Figure 1. Pin map.
Drawn at 4 px/um. Pins as bars across the die edge, other pins in grey.
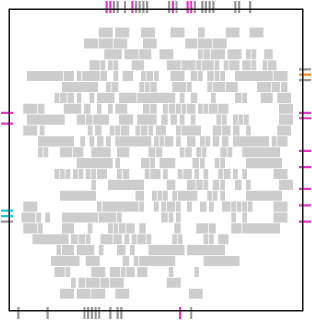
Figure 2. Routed metal, one colour a layer.
Drawn at 4 px/um. Only two layers are drawn.
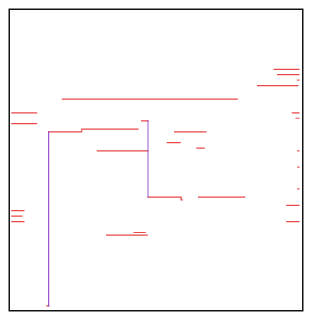
Figure 3. Selected gate families.
Drawn at 4 px/um.
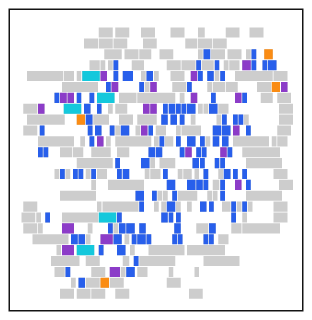
Figure 4. Clock nets.
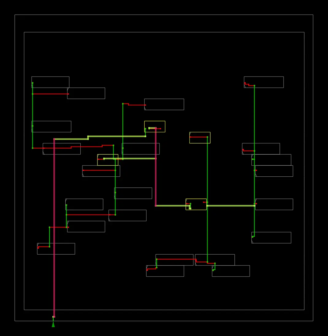
Figure 5. Clock distribution.
Drawn at 6 px/um.
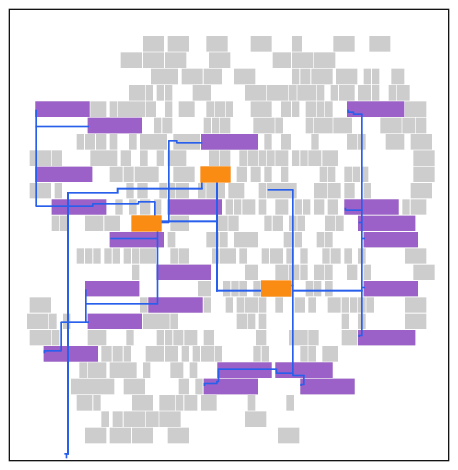
## src/rtl/eth_rxframe_ctrl_pkg.sv

```systemverilog
// Shared constants and types for the Ethernet receive frame controller.
// Covers the IFG target, delayed-CRC depth and counter widths.
package eth_rxframe_ctrl_pkg;

  localparam int unsigned IfgTarget   = 24;
  localparam int unsigned DlyCrcDepth = 4;
  localparam int unsigned ByteCntW    = 16;
  localparam int unsigned IfgCntW     = 5;
  localparam int unsigned DlyCrcCntW  = 3;

  typedef logic [ByteCntW-1:0] byte_cnt_t;
  typedef logic [IfgCntW-1:0]  ifg_cnt_t;

  // Saturating increment: the byte counter must never wrap back to zero.
  function automatic byte_cnt_t byte_cnt_sat_inc(input byte_cnt_t cnt);
    return (cnt == '1) ? cnt : cnt + byte_cnt_t'(1);
  endfunction

endpackage

```

## src/rtl/eth_rxframe_ifgcnt.sv

```systemverilog
// Inter-frame gap counter: counts idle/preamble/SFD cycles up to the IFG target
// and reports when the gap has been met (or is overridden).
module eth_rxframe_ifgcnt
  import eth_rxframe_ctrl_pkg::*;
(
  input  logic clk,
  input  logic rst,
  input  logic frame_start,
  input  logic state_drop,
  input  logic ifg_run,
  input  logic r_ifg,
  output logic ifg_eq24
);

  localparam ifg_cnt_t Target = ifg_cnt_t'(IfgTarget);

  ifg_cnt_t ifg_cnt_q, ifg_cnt_d;

  // Clear wins over increment, so a frame start in StateSFD restarts the gap.
  always_comb begin
    ifg_cnt_d = ifg_cnt_q;
    if (frame_start | state_drop) begin
      ifg_cnt_d = '0;
    end else if (ifg_run && (ifg_cnt_q < Target)) begin
      ifg_cnt_d = ifg_cnt_q + ifg_cnt_t'(1);
    end
  end

  always_ff @(posedge clk or posedge rst) begin
    if (rst) begin
      ifg_cnt_q <= '0;
    end else begin
      ifg_cnt_q <= ifg_cnt_d;
    end
  end

  assign ifg_eq24 = (ifg_cnt_q == Target) | r_ifg;

endmodule

```

## src/rtl/eth_rxframe_ctrl.sv

```systemverilog
// Receive frame byte counter, status flags, IFG tracking and end-of-frame pulse.
// Delayed-CRC byte skipping is built only when ETH_RX_DLYCRC_EN is defined.
module eth_rxframe_ctrl
  import eth_rxframe_ctrl_pkg::*;
#(
  parameter int Tp = 1
) (
  input  logic        MRxClk,
  input  logic        Reset,
  input  logic        MRxDV,
  input  logic        MRxDEqD,
  input  logic        StateIdle,
  input  logic        StatePreamble,
  input  logic        StateSFD,
  input  logic        StateDrop,
  input  logic [1:0]  StateData,
  input  logic        HugEn,
  input  logic        r_IFG,
  input  logic [15:0] MaxFL,
  input  logic        DlyCrcEn,
  output logic [15:0] ByteCnt,
  output logic        ByteCntEq0,
  output logic        ByteCntGreat2,
  output logic        ByteCntMaxFrame,
  output logic        IFGCounterEq24,
  output logic        FrameEnd
);

  // Tp is kept for interface compatibility; register delays are not modelled.
  if (Tp < 0) begin : g_tp_invalid
    $error("Tp must be non-negative");
  end

  logic      frame_start;
  logic      cnt_clr;
  logic      byte_valid;
  logic      byte_cnt_inc;
  byte_cnt_t byte_cnt_q, byte_cnt_d;
  logic      frame_end_q, frame_end_d;

  assign frame_start = MRxDV & StateSFD & MRxDEqD;
  assign cnt_clr     = frame_start | StateIdle | StateDrop;
  assign byte_valid  = MRxDV & StateData[1];

`ifdef ETH_RX_DLYCRC_EN
  localparam logic [DlyCrcCntW-1:0] DlyDepth = DlyCrcCntW'(DlyCrcDepth);

  logic [DlyCrcCntW-1:0] dly_cnt_q, dly_cnt_d;
  logic                  dly_active;

  // The first DlyDepth bytes of a delayed-CRC frame are absorbed here.
  assign dly_active   = DlyCrcEn & (dly_cnt_q != DlyDepth);
  assign byte_cnt_inc = byte_valid & ~dly_active;

  always_comb begin
    dly_cnt_d = dly_cnt_q;
    if (cnt_clr) begin
      dly_cnt_d = '0;
    end else if (byte_valid & dly_active) begin
      dly_cnt_d = dly_cnt_q + DlyCrcCntW'(1);
    end
  end

  always_ff @(posedge MRxClk or posedge Reset) begin
    if (Reset) begin
      dly_cnt_q <= '0;
    end else begin
      dly_cnt_q <= dly_cnt_d;
    end
  end
`else
  logic unused_dlycrc;
  assign unused_dlycrc = DlyCrcEn;
  assign byte_cnt_inc  = byte_valid;
`endif

  always_comb begin
    byte_cnt_d = byte_cnt_q;
    if (cnt_clr) begin
      byte_cnt_d = '0;
    end else if (byte_cnt_inc) begin
      byte_cnt_d = byte_cnt_sat_inc(byte_cnt_q);
    end
  end

  always_comb begin
    frame_end_d = (|StateData) & ~MRxDV;
  end

  always_ff @(posedge MRxClk or posedge Reset) begin
    if (Reset) begin
      byte_cnt_q  <= '0;
      frame_end_q <= 1'b0;
    end else begin
      byte_cnt_q  <= byte_cnt_d;
      frame_end_q <= frame_end_d;
    end
  end

  eth_rxframe_ifgcnt u_ifgcnt (
    .clk         (MRxClk),
    .rst         (Reset),
    .frame_start (frame_start),
    .state_drop  (StateDrop),
    .ifg_run     (StateIdle | StatePreamble | StateSFD),
    .r_ifg       (r_IFG),
    .ifg_eq24    (IFGCounterEq24)
  );

  assign ByteCnt         = byte_cnt_q;
  assign ByteCntEq0      = (byte_cnt_q == '0);
  assign ByteCntGreat2   = (byte_cnt_q > byte_cnt_t'(2));
  assign ByteCntMaxFrame = (byte_cnt_q == MaxFL) & ~HugEn;
  assign FrameEnd        = frame_end_q;

endmodule

```

## config.mk

```make
export PLATFORM = sky130hd
export DESIGN_NAME = eth_rxframe_ctrl
export DESIGN_NICKNAME = d
export VERILOG_FILES = /design/src/rtl/eth_rxframe_ctrl_pkg.sv /design/src/rtl/eth_rxframe_ifgcnt.sv /design/src/rtl/eth_rxframe_ctrl.sv
export SDC_FILE = /design/constraint.sdc
export NUM_CORES = 1
export LEC_CHECK = 0
export ABC_AREA = 1
export CORE_AREA = 2 2 71 73
export CTS_CLUSTER_SIZE = 14
export DETAILED_ROUTE_END_ITERATION = 16
export DIE_AREA = 0 0 73 75
export PLACE_DENSITY = 0.65
export SKIP_CTS_REPAIR_TIMING = 1
export SYNTH_ARGS = -nofsm -noshare
export SYNTH_HDL_FRONTEND = slang
export SYNTH_HIERARCHICAL = 1
export SYNTH_SLANG_ARGS = --single-unit
```

## constraint.sdc

```tcl
create_clock -name MRxClk -period 2.5 [get_ports MRxClk]
set_input_delay 0.625 -clock MRxClk [delete_from_list [all_inputs] [get_ports MRxClk]]
set_output_delay 0.625 -clock MRxClk [all_outputs]
set_load 0.01 [all_outputs]
```

==> impl_metrics.json <==
{
  "status": "completed",
  "clkPwrFrac": 0.348,
  "vias": 1819,
  "top_area_frac": 0.314,
  "drtPass1Iterations": 4,
  "wl_met2_um": 2260,
  "yosys-top-cells-count": "nand2_1, inv_1, nand3_1, nor2_1, dfrtp_1",
  "worstHoldPathCells": 1,
  "netlist_area_um2": 1750,
  "max_stage_delay_ns": 0.47,
  "area_growth_pct": 37.6,
  "fin_nets": 355,
  "sh_comb_area": 0.428,
  "yosysChipArea_um2": 1750,
  "diodes": 0,
  "ys_warn_count": 6,
  "cap_violations": 0,
  "p_sw_w": 0.000189,
  "regArea_um2": 558,
  "crit_path_end_kind": "primary output",
  "synth_cell_type_count": 29,
  "async_flop_share": 1.00,
  "dp_hpwl_um": 3680,
  "drtIter0Drc": 126,
  "path_class": "in -> out",
  "ff2ff_setup_slack_ns": 0.64,
  "crit_buf_inv": 3,
  "period_minus_slack_ns": 2.39,
  "drc": 0,
  "power_frac_comb": 0.171,
  "power_leader": "sequential cells",
  "fmax_mhz": 418,
  "comb_power_w": 0.000130,
  "tns_ns": 0,
  "dpl.cell_count": 368,
  "clock_area_frac": 0.0228,
  "top_area_cell_class": "combinational gates",
  "top_layer": "met4",
  "final_area_um2": 2410,
  "io_pins": 50,
  "row_count": 25,
  "buffer_area_frac": 0.237,
  "worstPathMaxFanout": 2,
  "vias_per_cell": 4.86,
  "hold_viol": 0,
  "grt-ovfl-total": 0,
  "largest_reg_flops": 16,
  "area_leaders": "dfrtp_1, nand2_1, nand3_1",
  "power_leakage_nw": 1.09,
  "die-height_um": 75,
  "clock_latency_ns": 0.27,
  "met3_length_um": 179,
  "htree_levels": 1,
  "critPathArrivalTime_ns": 1.76,
  "wl_met1_um": 2160,
  "lay_top_count": "nand2_1",
  "synth_area_leader_cell": "dfrtp_1",
  "synth_cells": 262,
  "die-area_um2": 5480,
  "reg2reg_depth": 11,
  "worst_pin_slew_ns": 0.717,
  "period_used_share": 0.956,
  "lay_top_cells": "nand2_1, clkdlybuf4s50_1, inv_1",
  "p_int_w": 0.000572,
  "root_buffer": "clkbuf_8",
  "routabilityCongestion": 0.873,
  "rsz0062_at_grt": "true",
  "grt-busiest-layer": "met2",
  "fin_cells": 374,
  "required_ns": 1.88,
  "yosysCellCount": 262,
  "r2r_end": "ByteCnt[3]",
  "tool_warnings": 31,
  "clk_pin_slew_ns": 0.08,
  "met1_usage": 0.240,
  "cts_max_path_buffers": 2,
  "syn-num-nets": 296,
  "inverters": 34,
  "postSynthAreaPerCell_um2": 6.69,
  "die_w_um": 73,
  "powerSeq_w": 0.000366,
  "slew_headroom": 0.522,
  "initial_core_util": 0.376,
  "crit_start": "MaxFL[1]",
  "worstHoldStart": "u_ifgcnt/ifg_cnt_q[4]",
  "dp_slack_ns": -0.330,
  "clock_buffers": 4,
  "core_um2": 4660,
  "fillCellCount": 469,
  "grtUsageMet3": 0.0295,
  "setup_viol": 0,
  "logic_area_um2": 1030,
  "crit_chain": "clkdlybuf4s50_1, inv_1, nand2_1, o21ai_0, nand3b_1, nor2_1, nand2_1, nor2_1, buf_2"
}
## Picture notes: Figure 1
Key: cyan = StateData [pins 2, direction input, edge west]; magenta = ByteCnt [pins 16, direction output, edge 7 east, 6 north, 2 west, 1 south]; orange = HugEn [pins 1, direction input, edge east]
All pins by edge: 23 north, 12 south, 10 east, 5 west.

## Picture notes: Figure 2
Key: purple = metal 4 [wire length 62.6 um]; red = metal 3 [wire length 179 um]
detail-routed net length per standard cell: 12.4 um
GR Util All Layers: 0.182
final WL: 4660 um

## Picture notes: Figure 3
Key: cyan = fa/ha/maj cells [cells 5]; purple = aoi and oai cells [cells 23]; blue = nand cells [cells 122]; orange = and/or cells [cells 4]

## Picture notes: Figure 4
Sink Count: 22
Clock group: 0.000264 W
final worst clock skew: 0.00263 ns
FFs & Latches: 22

## Picture notes: Figure 5
Key: purple = flip-flops [count 22]; orange = clock drivers [count 3]; blue = clock wires [length 355 um]
There are 4 routed clock nets.

-- how the worst max path moves through the flow --
stage / end / slack [ns] / cells after the start
floorplan: ByteCntEq0 / 0.65 / 4
global placement: ByteCntMaxFrame / -0.31 / 9
detailed placement: ByteCntMaxFrame / -0.33 / 9
CTS: ByteCntMaxFrame / -0.33 / 9
global route: ByteCntMaxFrame / -0.05 / 9
finish: ByteCntMaxFrame / 0.11 / 9
-- logic make-up after synthesis --
group                      synth area share
and+or+nand+nor                       0.421
buffers and inverters                 0.101
AOI/OAI and AO/OA                    0.0785
DFF                                   0.314
xor gates and xnor gates             0.0500
adders and majority gates            0.0357
Power and IR drop assume default switching activity.
